Design alu_wb_stage, sky130hd; sources not shown.
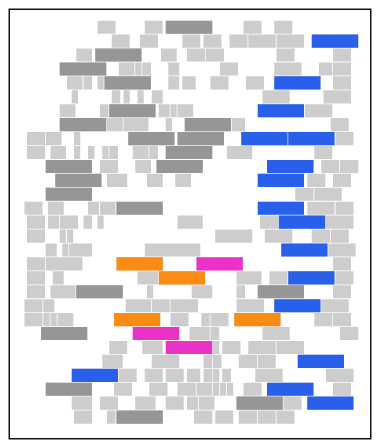
Fig. 1. Where the registers sit.
blue -> wb_data  # placed flops 16
magenta -> flags  # placed flops 3
orange -> head  # placed flops 4
not colored = 21
Seq/total area: 38.3%
Sequential Power: 0.00111 W
Storage cell area: 1100 sq um
final core utilization: 55.4%

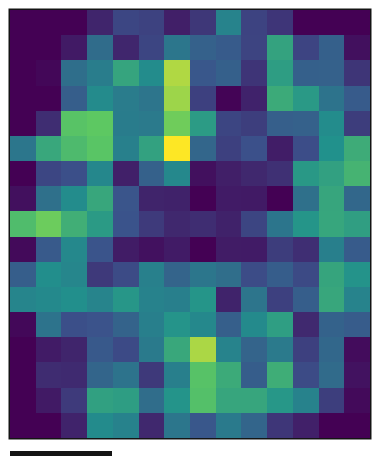
Fig. 2. Signal metal coverage by tile.
Bar = 20 microns. The die is cut into 14 by 17 equal tiles; dark purple is low, yellow is high, scaled to the fullest tile. Values are wire area over tile area, all layers added.
mean over tiles = 0.11
fullest tile = 0.35
densest ninth of the die = bottom center
tiles over half the peak = 21%
Routed WL: 4060 microns
overall global routing resource usage: 14.9%
detailed-route via count: 1372
average detailed-routed wire length per instance: 14.2 microns

==> notes.md <==
run results: fill cell count roughly 460, IR Drop Worst-Case VDD 490 uV, arrival time of the worst setup path around 1.6 ns, classification of the worst-slack hold path register to register, height of the die 83.6 microns, highest signal layer in the routed design met4, Iter 0 DRT Violations 12, CTS tree done, area of the core roughly 5200 sq um, root cell of the clock tree sky130_fd_sc_hd__clkbuf_8, boundary pin count between 70 and 80, buffers and inverters on the worst path 3, Simple Share, Synth 12.4%, Net Sw Frac 26.4%, GP Congestion 0.740, met1 demand-to-capacity share in global routing 17.7%, Adder Area Share 0.592%, Async S/R FF share, synth 100%, cell count after synthesis between 150 and 200, final count of pins violating max slew 0, dominant kind of combinational cell multiplexers, post-synthesis to final-layout area growth 36.2%, Crit. path cell count 6, hold buffer count at CTS 1, number of tapcells just over 60, register share of total power 46.0%, Hold Worst Slack 0.480 ns, non-clock buffer count 77, Critical-path top delay cell sky130_fd_sc_hd__clkdlybuf4s50_1, portion of the post-synthesis area used by sequential elements between 50% and 60%, unique cell type count in the Yosys netlist 28, internal power component approximately 0.0018 W, number of buffers on the longest clock path 2, type of the worst setup path input pin to primary output, setup slack of the worst register-to-register path 0.56 ns, remaining max-slew budget at the tightest pin 52.1%, top logic cells by instance count in the layout 71 x sky130_fd_sc_hd__clkdlybuf4s50_1, 44 x sky130_fd_sc_hd__dfrtp_1, 20 x sky130_fd_sc_hd__mux2_4, Most Used Layer, Global Route met2, Layout Cells excl Fill 287, number of antenna violations at the first check in global routing 0, initial standard-cell utilization of the core 40.7%, WP data required approximately 1.9 ns, clock latency at the later pin of the worst-skew pair around 0.29 ns, setup repair after global routing missed its margin no, cell types occupying the most area after synthesis sky130_fd_sc_hd__dfrtp_1 52%, sky130_fd_sc_hd__mux2_4 14%, sky130_fd_sc_hd__buf_4 6.8%, sky130_fd_sc_hd__xnor2_1 5.0%, sky130_fd_sc_hd__mux2_2 3.7%, fraction of area in non-clock buffers 26.8%, Cell Area, Placed approximately 2800 sq um, number of buffers created by CTS 5, # Cells Yosys between 150 and 200, setup slack at placement -0.0450 ns, synthesis area per yosys 2110 sq um, Seq cells 44, endpoint type of the worst setup path primary output, IO buf count 73, run status completed, layout cell share with drive strength beyond 1 20.0%, Synthesized Nets around 200, total die area 5880 sq um, Fin Clk Skew 0.00819 ns, estimated wirelength of the detail-placed design 3000 microns, leakage dissipation 1.24 nW, number of setup buffers added after CTS 0, cell count of the worst reg-to-reg path 5, leading post-synthesis cells by instance count 44 x sky130_fd_sc_hd__dfrtp_1, 20 x sky130_fd_sc_hd__mux2_4, 19 x sky130_fd_sc_hd__buf_4, 13 x sky130_fd_sc_hd__nand2_1, 12 x sky130_fd_sc_hd__xnor2_1, Antenna Diode Count 0, post-cts repair resize count 1, final antenna-violating net count 0, Clock net power 0.000634 W, Detail Route met3 WL 206 microns, total power 0.00241 W, Layout Cell Area excl Fill 2880 sq um, combinational cell area excluding buffers and inverters 810 sq um, sum of negative setup slack 0 ns, average cell area after synthesis ~13 sq um, multi-input logic cell count between 90 and 100, number of nets in the layout 257, category of cells accounting for the largest share of critical-path delay buffers and inverters, number of placement rows 29, largest power group registers, clock network area share 3.87%
No activity file was given, so power comes from the tool's default toggle rates.
